==> src/rtl/robbie_wheel_drive.sv <==
// Glyph-to-wheel decoder: glitch filter, illegal-glyph fault, PWM motor enables; cmd follows a held glyph after STABLE_CYCLES, no backpressure.
// ROBBIE_SOFTSTART_EN ramps duty by RAMP_STEP per PWM period; undefined, duty jumps to full scale on the next edge.
module robbie_wheel_drive #(
  parameter int         STABLE_CYCLES = 4,
  parameter int         PWM_BITS      = 8,
  parameter int         RAMP_STEP     = 16,
  parameter logic [6:0] F_GLYPH       = 7'b0001110,
  parameter logic [6:0] S_GLYPH       = 7'b0010010
) (
  input  logic       CLOCK_50,
  input  logic       RESET_N,
  input  logic [6:0] HEX1,
  input  logic [6:0] HEX0,
  output logic       lw_cmd,
  output logic       rw_cmd,
  output logic [1:0] motion,
  output logic       lw_pwm,
  output logic       rw_pwm,
  output logic       fault
);

`ifdef ROBBIE_SOFTSTART_EN
  localparam bit SOFT_EN = 1'b1;
`else
  localparam bit SOFT_EN = 1'b0;
`endif

  localparam int                  SUM_W    = PWM_BITS + 2;
  localparam logic [3:0]          STABLE_N = 4'(STABLE_CYCLES);
  localparam logic [PWM_BITS-1:0] DUTY_MAX = '1;
  localparam logic [PWM_BITS-1:0] CNT_ONE  = PWM_BITS'(1);
  // Without soft-start a full-scale step saturates duty in one update.
  localparam int                  STEP     = SOFT_EN ? RAMP_STEP : (1 << PWM_BITS);
  localparam logic [SUM_W-1:0]    STEP_S   = SUM_W'(STEP);

  // Index 1 is the left wheel (HEX1), index 0 the right wheel (HEX0).
  logic [1:0][6:0]          glyph;
  logic [1:0][6:0]          cand;
  logic [1:0][3:0]          cnt;
  logic [1:0][3:0]          cnt_nxt;
  logic [1:0]               vld;
  logic [1:0]               go;
  logic [1:0]               stable;
  logic [1:0]               cmd;
  logic [1:0]               pwm_q;
  logic [1:0][PWM_BITS-1:0] duty;
  logic [1:0][SUM_W-1:0]    sum;
  logic [1:0][PWM_BITS-1:0] duty_inc;
  logic [PWM_BITS-1:0]      pwm_cnt;
  logic                     wrap;
  logic                     fault_set;
  logic                     fault_clr;
  logic                     fault_nxt;

  assign glyph = {HEX1, HEX0};
  assign wrap  = (pwm_cnt == DUTY_MAX);

  always_comb begin
    vld      = '0;
    go       = '0;
    stable   = '0;
    cnt_nxt  = '0;
    sum      = '0;
    duty_inc = '0;
    for (int w = 0; w < 2; w++) begin
      go[w]  = (glyph[w] == F_GLYPH);
      vld[w] = go[w] || (glyph[w] == S_GLYPH);
      // Stability counts the current cycle, so a glyph held from cycle t lands on cmd at t+STABLE_CYCLES.
      if (glyph[w] != cand[w]) begin
        cnt_nxt[w] = 4'd1;
      end else if (cnt[w] == STABLE_N) begin
        cnt_nxt[w] = cnt[w];
      end else begin
        cnt_nxt[w] = cnt[w] + 4'd1;
      end
      stable[w]   = (cnt_nxt[w] == STABLE_N);
      sum[w]      = {2'b00, duty[w]} + STEP_S;
      duty_inc[w] = (sum[w] > SUM_W'(DUTY_MAX)) ? DUTY_MAX : sum[w][PWM_BITS-1:0];
    end
  end

  // Set beats clear: a still-invalid wheel keeps the fault asserted.
  assign fault_set = |(stable & ~vld);
  assign fault_clr = &(stable & vld);
  assign fault_nxt = fault_set | (fault & ~fault_clr);

  always_ff @(posedge CLOCK_50 or negedge RESET_N) begin
    if (!RESET_N) begin
      cand    <= '0;
      cnt     <= '0;
      cmd     <= '0;
      fault   <= 1'b0;
      pwm_cnt <= '0;
      duty    <= '0;
      pwm_q   <= '0;
    end else begin
      cand    <= glyph;
      cnt     <= cnt_nxt;
      fault   <= fault_nxt;
      pwm_cnt <= pwm_cnt + CNT_ONE;
      for (int w = 0; w < 2; w++) begin
        if (fault_nxt) begin
          cmd[w] <= 1'b0;
        end else if (stable[w] && vld[w]) begin
          cmd[w] <= go[w];
        end
        // Stopping is never ramped; a falling cmd beats a coincident wrap.
        if (!cmd[w] || fault) begin
          duty[w] <= '0;
        end else if (wrap || !SOFT_EN) begin
          duty[w] <= duty_inc[w];
        end
        pwm_q[w] <= (pwm_cnt < duty[w]);
      end
    end
  end

  assign lw_cmd = cmd[1];
  assign rw_cmd = cmd[0];
  assign motion = cmd;
  assign lw_pwm = pwm_q[1];
  assign rw_pwm = pwm_q[0];

endmodule
==> config.mk <==
export PLATFORM = sky130hd
export DESIGN_NAME = robbie_wheel_drive
export DESIGN_NICKNAME = d
export VERILOG_FILES = /design/src/rtl/robbie_wheel_drive.sv
export SDC_FILE = /design/constraint.sdc
export NUM_CORES = 1
export LEC_CHECK = 0
export CORE_MARGIN = 8
export CORE_UTILIZATION = 45
export DETAILED_ROUTE_END_ITERATION = 7
export PLACE_DENSITY = 0.75
export SKIP_CTS_REPAIR_TIMING = 1
export SLEW_MARGIN = 20
export SYNTH_ARGS = -nofsm -noshare
export SYNTH_HDL_FRONTEND = slang
export SYNTH_SLANG_ARGS = --single-unit
==> constraint.sdc <==
create_clock -name CLOCK_50 -period 2.9 [get_ports CLOCK_50]
set_clock_uncertainty 0.15 [all_clocks]
set_input_delay 0.58 -clock CLOCK_50 [delete_from_list [all_inputs] [get_ports CLOCK_50]]
set_output_delay 0.58 -clock CLOCK_50 [all_outputs]
set_load 0.005 [all_outputs]
run_1/m1.png
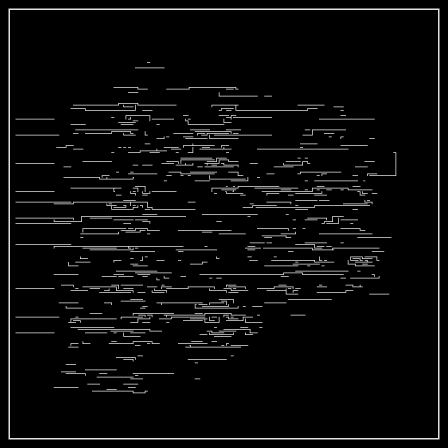
nets with wire on the layer = 229
wire length on this layer = 1660 µm
share of all routed wire = 50%
main direction = horizontal

run_1/m2.png
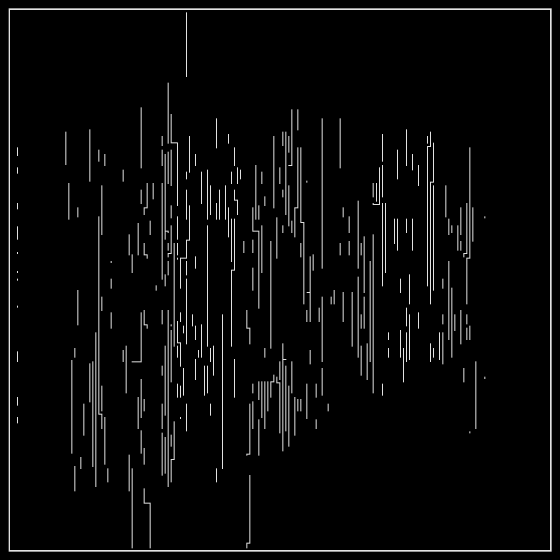
wire length on this layer = 1430 µm
nets with wire on the layer = 203
share of all routed wire = 43%
Vias: 1372
DRT Wirelength: 3.31 mm
met2 Use GR: 0.175

==> results_dict.tcl, run 1 <==
# implementation run metrics
set metrics [dict create \
    cp-start-kind "flip-flop" \
    setup_viol 0 \
    top_area_frac 0.467 \
    grt_util_met1 0.135 \
    die_x_um 82.4 \
    peakVddDrop_v 0.000276 \
    yosys_cells 183 \
    rsz0062_at_grt "no" \
    cts_max_path_buffers 2 \
    fin_setup_tns_ns 0 \
    cap_violations 0 \
    clk_latency_ns 0.29 \
    hpwl_mm 2.44 \
    compound_area_frac 0.123 \
    status "finished clean" \
    fin_area_um2 2360 \
    most_common_cell "dfrtp_1" \
    grt_max_degree 38 \
    critical_path_class "reg2reg" \
    use_met3 0.0444 \
    cp.required_ns 2.94 \
    path_cells "ha_1, and2_4, a211o_1, a2111o_1, o31ai_2, o211ai_2, a2111oi_2" \
    slew_headroom 0.444 \
    gp_congestion 0.782 \
    path_depth 7 \
    dp_slack_ns 0.167 \
    p_clk_uw 346 \
    warnings 28 \
    clock_sinks 37 \
    adder_share 0.120 \
    swShare 0.233 \
    top_power_group "sequential cells" \
    ant_nets 0 \
    grt.busiest_layer "met2" \
    overflow 0 \
    cts_root_buf "clkbuf_8" \
    drtPass1Iterations 4 \
    port_buffers 22 \
    flop_cell "dfrtp_1" \
    crit_start "cnt[4]$_DFF_PN0_" \
    simple_gate_share 0.177 \
    power_frac_clock 0.361 \
    place_inst 259 \
    critPathCaptureType "flip-flop" \
    combPwrFrac 0.082 \
    lay_top_cells "dfrtp_1 (37), clkdlybuf4s50_1 (21), ha_1 (19)" \
    rows 24 \
    synthDistinctLibCells 42 \
    power_density_nw_per_um2 405 \
    hold_violations 0 \
    io-pin-count 23 \
    max_stage_delay_ns 0.45 \
    netlist_top_cells_area "dfrtp_1 (47%), ha_1 (12%), xnor2_1 (5.3%), xor2_1 (4.0%), nor2_1 (3.0%)" \
    p_comb_uw 78.0 \
    seq_power_share 0.557 \
    pg_seq_uw 533 \
    cellLeakagePower_nw 1.03 \
    clock.fmax_mhz 403 \
    ys_seq_frac 0.467 \
    async_flop_share 1.00 \
    yosys_warnings 0 \
    tritoncts "built" \
    initCoreUtil 0.462 \
    top_cells_by_count "dfrtp_1 (37), ha_1 (19), nor2_1 (16)" \
    syn_inst 183 \
    track_usage 0.112 \
    layoutNonFillerInstCount 267 \
    drtIter0Drc 38 \
    wl_met3_um 167 \
    ys_sh_mux 0 \
    period_used_share 0.856 \
    die-area_um2 6790 \
    layout_top_cell "dfrtp_1" \
    crit_end "motion[0]$_DFFE_PN0P_" \
    top_logic_kind "simple AND/OR/NAND/NOR gates" \
    switchingPower_uw 223 \
    final_layout_size_suffix_gt1_frac 0.0977 \
    slew_violations 0 \
    synth_chip_area_um2 1980 \
    area_growth_pct 19.1 \
    reg2reg_slack_ns 0.42 \
    post_drt_via_cell_ratio 5.14 \
    critPathArrivalTime_ns 2.52 \
    internal_power_uw 734 \
    post_dp_cell_area_um2 2280 \
    yosys_register_bits 37 \
    m1WireLength_mm 1.66 \
    r2r_end "motion[0]$_DFFE_PN0P_" \
    die_h_um 82.4 \
    routedWlPerCell_um 12.4 \
    ys_sh_xor 0.0927 \
    slowest_stage "dfrtp_1" \
    core_um2 4290 \
    numCtsBuffers 5 \
    clk_pin_slew_ns 0.07 \
    holdWs_ns 0.242 \
    setup_slack_ns 0.417 \
    yosysTopAreaCell "dfrtp_1" \
    critical_path_buf_inv_count 0 \
    min_path_type "in2async" \
    r2r_cells 7 \
    synth-edff-count 0 \
    syn_area_um2 1980 \
    cts-htree-levels 2 \
    syn-num-nets 218 \
    grt_pass1_wl_mm 5.90 \
    drc 0 \
    cp_max_fo 7 \
    cpLargestDelayFamily "AND-OR/OR-AND gates" \
    grt_pass1_vias 1377 \
    diodes 0 \
    fin_util 0.550 \
    r2r-start "cnt[4]$_DFF_PN0_" \
    finalCriticalPeriod_ns 2.48 \
]
run_1/m3.png
The bar under the picture is 20 µm long. Cells faint in the background.
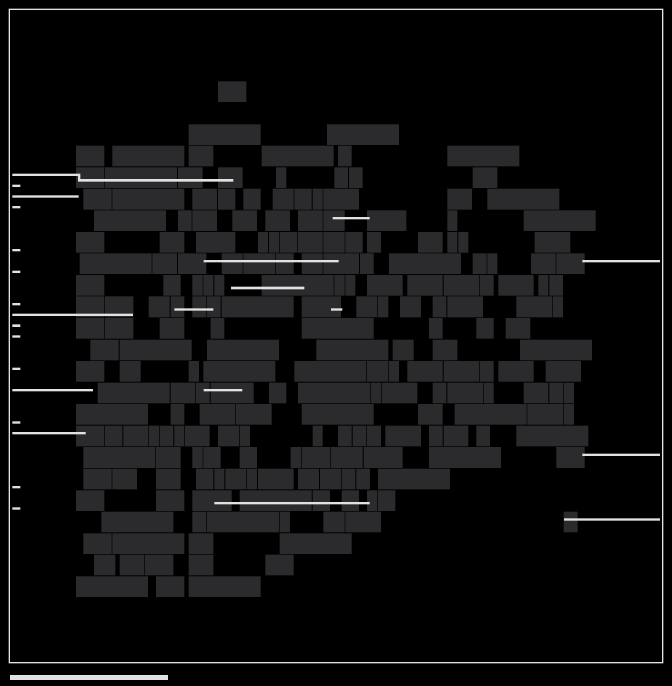
main direction = horizontal
longest straight run = 19.3 µm

==> run 1: cell type report <==
type	count	area, µm²
tap	52	65.1
clock inverter	2	10.0
inverter	7	26.3
sequential	37	926
fill	366	1930
multi-input combinational	137	1020
clock buffer	6	72.6
timing repair buffer	26	245
==> run 1: flip-flops by register name, indices dropped and copies added, names as in the netlist <==
register / cells
cnt: 8
motion: 2
fault: 1
duty: 2
cand: 14
pwm_cnt: 8
pwm_q: 2
==> run 1: kinds of logic (layout without fill, tap and decap cells) <==
| kind of cell | Yosys count | in the layout |
|---|---|---|
| AND-OR/OR-AND | 34 | 34 |
| XOR/XNOR | 21 | 21 |
| adder cells (fa/ha/maj) | 19 | 19 |
| buffers and inverters | 9 | 41 |
| flip-flops | 37 | 37 |
| AND/OR/NAND/NOR | 63 | 63 |
==> run 1 -> run 2 <==
--- a/config.mk
+++ b/config.mk
@@ -6,9 +6,9 @@
 export NUM_CORES = 1
 export LEC_CHECK = 0
 export CORE_MARGIN = 8
-export CORE_UTILIZATION = 45
+export CORE_UTILIZATION = 50
 export DETAILED_ROUTE_END_ITERATION = 7
-export PLACE_DENSITY = 0.75
+export PLACE_DENSITY = 0.81
 export SKIP_CTS_REPAIR_TIMING = 1
 export SLEW_MARGIN = 20
 export SYNTH_ARGS = -nofsm -noshare
==> results_dict.tcl, run 2 <==
# implementation run metrics
set metrics [dict create \
    gp_congestion 0.792 \
    layout_top_cell "dfrtp_1" \
    status "finished clean" \
    async_flop_share 1.00 \
    slowest_stage "clkdlybuf4s50_1" \
    clock_sinks 37 \
    clock_area_frac 0.0351 \
    inv_count 7 \
    numCtsBuffers 5 \
    final_layout_size_suffix_gt1_frac 0.0935 \
    cts_root_buf "clkbuf_8" \
    cpLargestDelayFamily "AND-OR/OR-AND gates" \
    routedWlPerCell_um 13.4 \
    syn_inst 183 \
    track_usage 0.120 \
    r2r_end "motion[0]$_DFFE_PN0P_" \
    yosys_cells 183 \
    die_x_um 79.0 \
    ff_latch_area_um2 926 \
    hold_violations 0 \
    comb_share 0.432 \
    nNetsFinal 248 \
    top_regs "cand (14), cnt (8), pwm_cnt (8)" \
    holdWs_ns 0.231 \
    rsz0062_at_grt "no" \
    fin_util 0.601 \
    fin_setup_tns_ns 0 \
    tightest_slew_ns 0.817 \
    grt_pass1_vias 1475 \
    power_density_nw_per_um2 405 \
    drc 0 \
    cp_max_fo 5 \
    seq_share 0.394 \
    fin_area_um2 2350 \
    internal_power_uw 733 \
    critical_path_class "in2reg" \
    critPathCaptureType "flip-flop" \
    setup_slack_ns 0.361 \
    power_frac_clock 0.358 \
    yosysTopAreaCell "dfrtp_1" \
    clk_latency_ns 0.29 \
    cts_max_path_buffers 2 \
    synth-edff-count 0 \
    critPathArrivalTime_ns 2.57 \
    cts-htree-levels 2 \
    largest_register "cand" \
    slew_headroom 0.455 \
    drtIter0Drc 53 \
    die-area_um2 6240 \
    yosys_warnings 0 \
    crit_start "HEX0[0]" \
    largest_class "logic gates" \
    cellLeakagePower_nw 1.03 \
    top_area_frac 0.467 \
    area_growth_pct 18.5 \
    seq_power_share 0.561 \
    cp-start-kind "input pin" \
    nClkBuffers 6 \
    reg2reg_slack_ns 0.38 \
    post_dp_cell_area_um2 2270 \
    yosys_register_bits 37 \
    critical_path_buf_inv_count 2 \
    synthDistinctLibCells 42 \
    buf_share 0.101 \
    warnings 28 \
    largest_reg_flops 14 \
    slew_violations 0 \
    core_um2 3910 \
    clock.fmax_mhz 394 \
    max_stage_delay_ns 0.46 \
    lay_top_cells "dfrtp_1 (37), clkdlybuf4s50_1 (21), ha_1 (19)" \
    setup_viol 0 \
    synth_chip_area_um2 1980 \
    grt_max_degree 38 \
    cap_violations 0 \
    tap_cells 50 \
    switchingPower_uw 218 \
    period_used_share 0.875 \
    place_inst 256 \
    tritoncts "built" \
    initCoreUtil 0.507 \
    post_drt_via_cell_ratio 5.37 \
    diodes 0 \
    flop_cell "dfrtp_1" \
    cp.required_ns 2.93 \
    io-pin-count 23 \
    die_h_um 79.0 \
    peakVddDrop_v 0.000309 \
    r2r-start "cnt[4]$_DFF_PN0_" \
    swShare 0.229 \
    combPwrFrac 0.081 \
    power_uw 951 \
    syn-num-nets 218 \
    ys_seq_frac 0.467 \
    synth_area_per_cell_um2 10.8 \
    port_buffers 22 \
    rows 23 \
    dp_slack_ns 0.134 \
    grt_pass1_wl_mm 6.07 \
    netlist_top_cells_area "dfrtp_1 (47%), ha_1 (12%), xnor2_1 (5.3%), xor2_1 (4.0%), nor2_1 (3.0%)" \
    hpwl_mm 2.62 \
    ant_nets 0 \
    syn_area_um2 1980 \
    top_cells_by_count "dfrtp_1 (37), ha_1 (19), nor2_1 (16)" \
    overflow 0 \
    drtPass1Iterations 4 \
    path_depth 8 \
    finalCriticalPeriod_ns 2.54 \
    layoutNonFillerInstCount 264 \
    path_cells "clkdlybuf4s50_1, xor2_1, nor4_1, nand2_1, buf_4, o31ai_2, o211ai_2, a2111oi_2" \
    buffers 25 \
    r2r_cells 7 \
    crit_end "motion[0]$_DFFE_PN0P_" \
    logic_area_um2 1020 \
    fillers 339 \
    nMultiInputCombCells 137 \
    clk_pin_slew_ns 0.07 \
    min_path_type "in2async" \
    seq_cells 37 \
    antenna_found_initial 0 \
    most_common_cell "dfrtp_1" \
]
run 2: cell counts after synthesis:
Identical to the previous run, type by type.
run 2: routing by layer:
metal  global-route usage  routed length, µm  up-vias
li1                     -                  -      715
met4               0.0500                 73        0
met5                    0                  0        -
met3               0.0406                156        7
met2                0.204               1650       27
met1                0.134               1650      669
run 2: power groups by stage:
stage	combinational (mW)	sequential, mW	clock [mW]
6_report	0.0775	0.534	0.340
5_1_grt	0.0874	0.534	0.367
4_1_cts	0.0792	0.533	0.360
3_5_place_dp	0.0785	0.544	0
3_3_place_gp	0.0761	0.543	0
2_1_floorplan	0.0328	0.543	0
run 2: kinds of logic after synthesis:
group	synth area share
AOI/OAI and AO/OA	0.123
buffers and inverters	0.0208
adders and majority gates	0.120
and+or+nand+nor	0.177
xor gates and xnor gates	0.0927
DFF	0.467
run_2/m1.png
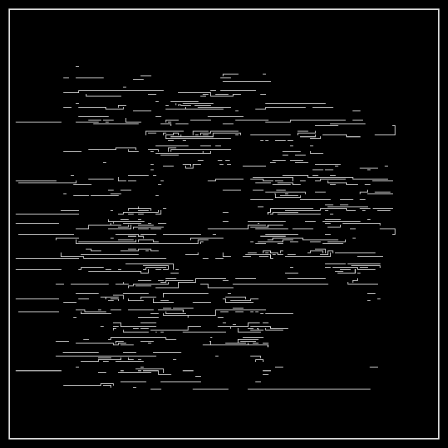
share of all routed wire = 47%
wire length on this layer = 1650 µm
longest straight run = 22.5 µm
main direction = horizontal

run_2/m2.png
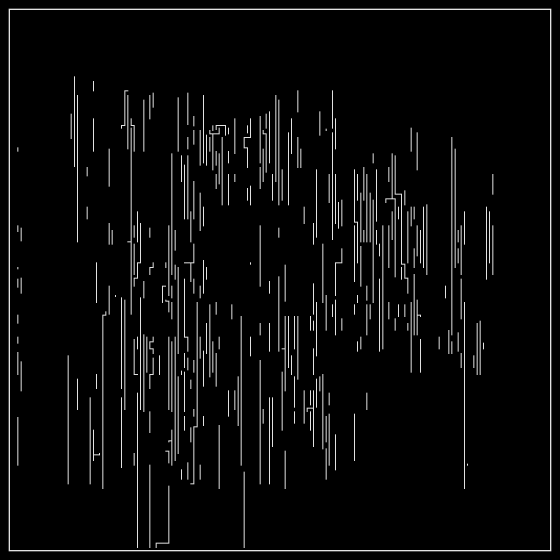
main direction = vertical
wire length on this layer = 1650 µm
longest straight run = 28.9 µm
nets with wire on the layer = 208
share of all routed wire = 47%
DRT Wirelength: 3.53 mm
Vias: 1418

==> run 2 -> run 3 <==
--- a/config.mk
+++ b/config.mk
@@ -9,6 +9,7 @@
 export CORE_UTILIZATION = 50
 export DETAILED_ROUTE_END_ITERATION = 7
 export PLACE_DENSITY = 0.81
+export RECOVER_POWER = 25
 export SKIP_CTS_REPAIR_TIMING = 1
 export SLEW_MARGIN = 20
 export SYNTH_ARGS = -nofsm -noshare
run_3/m1.png
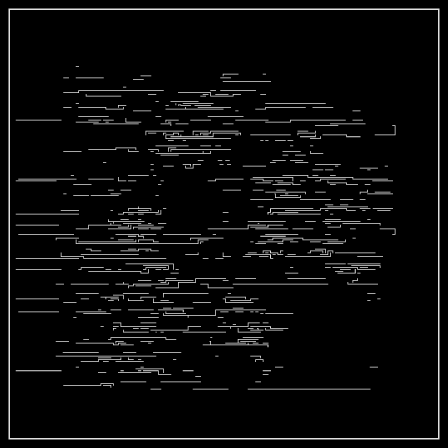
wire length on this layer = 1650 µm
share of all routed wire = 47%
main direction = horizontal
nets with wire on the layer = 226
longest straight run = 22.5 µm
DRT Wirelength: 3.53 mm
met1 Resource Use GR: 0.134

==> results_dict.tcl, run 3 <==
# implementation run metrics
set metrics [dict create \
    fin_util 0.601 \
    yosysTopAreaCell "dfrtp_1" \
    final_layout_size_suffix_gt1_frac 0.0935 \
    yosys_warnings 0 \
    most_common_cell "dfrtp_1" \
    initCoreUtil 0.507 \
    lay_top_cells "dfrtp_1 (37), ha_1 (19), nor2_1 (16)" \
    nNetsFinal 248 \
    fin_setup_tns_ns 0 \
    critPathCaptureType "flip-flop" \
    synth_area_per_cell_um2 10.8 \
    grt_max_degree 38 \
    cpLargestDelayFamily "buffers and inverters" \
    drc 0 \
    hold_violations 0 \
    path_depth 8 \
    cts-htree-levels 2 \
    crit_end "motion[0]$_DFFE_PN0P_" \
    cp.required_ns 2.93 \
    io-pin-count 23 \
    cts_max_path_buffers 2 \
    r2r_cells 7 \
    ys_sh_xor 0.0927 \
    tritoncts "built" \
    internal_power_uw 730 \
    diodes 0 \
    grt_pass1_vias 1475 \
    critical_path_class "in2reg" \
    layoutNonFillerInstCount 264 \
    crit_start "HEX0[4]" \
    status "finished clean" \
    ant_nets 0 \
    grt_pass1_wl_mm 6.07 \
    area_growth_pct 18.5 \
    period_used_share 0.884 \
    top_logic_kind "simple AND/OR/NAND/NOR gates" \
    power_uw 948 \
    rows 23 \
    clock.fmax_mhz 390 \
    rsz0062_at_grt "no" \
    routedWlPerCell_um 13.4 \
    r2r_end "motion[0]$_DFFE_PN0P_" \
    p_comb_uw 74.5 \
    cp_max_fo 5 \
    largest_register "cand" \
    dp_slack_ns 0.134 \
    post_drt_via_cell_ratio 5.37 \
    port_buffers 22 \
    switchingPower_uw 218 \
    slowest_stage "dlygate4sd3_1" \
    holdWs_ns 0.231 \
    vias 1418 \
    gp_congestion 0.792 \
    simple_gate_share 0.177 \
    largest_reg_flops 14 \
    r2r-start "cnt[4]$_DFF_PN0_" \
    combPwrFrac 0.079 \
    power_density_nw_per_um2 403 \
    die-area_um2 6240 \
    peakVddDrop_v 0.000308 \
    min_path_type "in2async" \
    cp-start-kind "input pin" \
    antenna_found_initial 0 \
    hpwl_mm 2.62 \
    core_um2 3910 \
    netlist_top_cells_area "dfrtp_1 (47%), ha_1 (12%), xnor2_1 (5.3%), xor2_1 (4.0%), nor2_1 (3.0%)" \
    adder_share 0.120 \
    top_cells_by_count "dfrtp_1 (37), ha_1 (19), nor2_1 (16)" \
    top_area_frac 0.467 \
    post_dp_cell_area_um2 2270 \
    warnings 28 \
    synth_chip_area_um2 1980 \
    place_inst 256 \
    clk_latency_ns 0.29 \
    slew_violations 0 \
    p_clk_uw 340 \
    die_h_um 79.0 \
    ys_seq_frac 0.467 \
    pg_seq_uw 534 \
    track_usage 0.120 \
    critical_path_buf_inv_count 2 \
    async_flop_share 1.00 \
    top_power_group "sequential cells" \
    fin_area_um2 2350 \
    yosys_register_bits 37 \
    tightest_slew_ns 0.817 \
    compound_area_frac 0.123 \
    cap_violations 0 \
    ys_sh_mux 0 \
]
run_3/ff_map.png
The bar under the picture is 20 µm long. Other sequential cells in the stronger grey, the rest of the logic in the fainter grey.
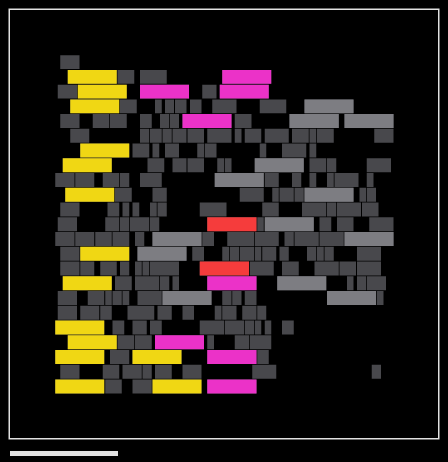
yellow -> cand  # placed flops 14
red -> duty  # placed flops 2
magenta -> cnt  # placed flops 8
not coloured = 13

## run 3: cell types whose count changed in the layout (fill, tap and decap cells not counted)
cell,before,now
dlygate4sd3_1,0,11
clkdlybuf4s50_1,21,10
## run 3: routing by layer
layer / vias up / wire length [µm] / global-route usage
met3: 7 / 156 / 0.0406
met2: 27 / 1650 / 0.204
li1: 715 / - / -
met5: - / 0 / 0
met1: 669 / 1650 / 0.134
met4: 0 / 73 / 0.0500
## run 3: final cells by class
type                    instances  area, µm²  area share
multi-input cells             137       1020       0.432
clock buffers                   6       72.6      0.0309
flip-flops and latches         37        926       0.394
well taps                      50       62.6      0.0266
repair buffers                 25        238       0.101
inverters                       7       26.3      0.0112
clock inverters                 2       10.0     0.00426
Power and IR drop assume default switching activity.
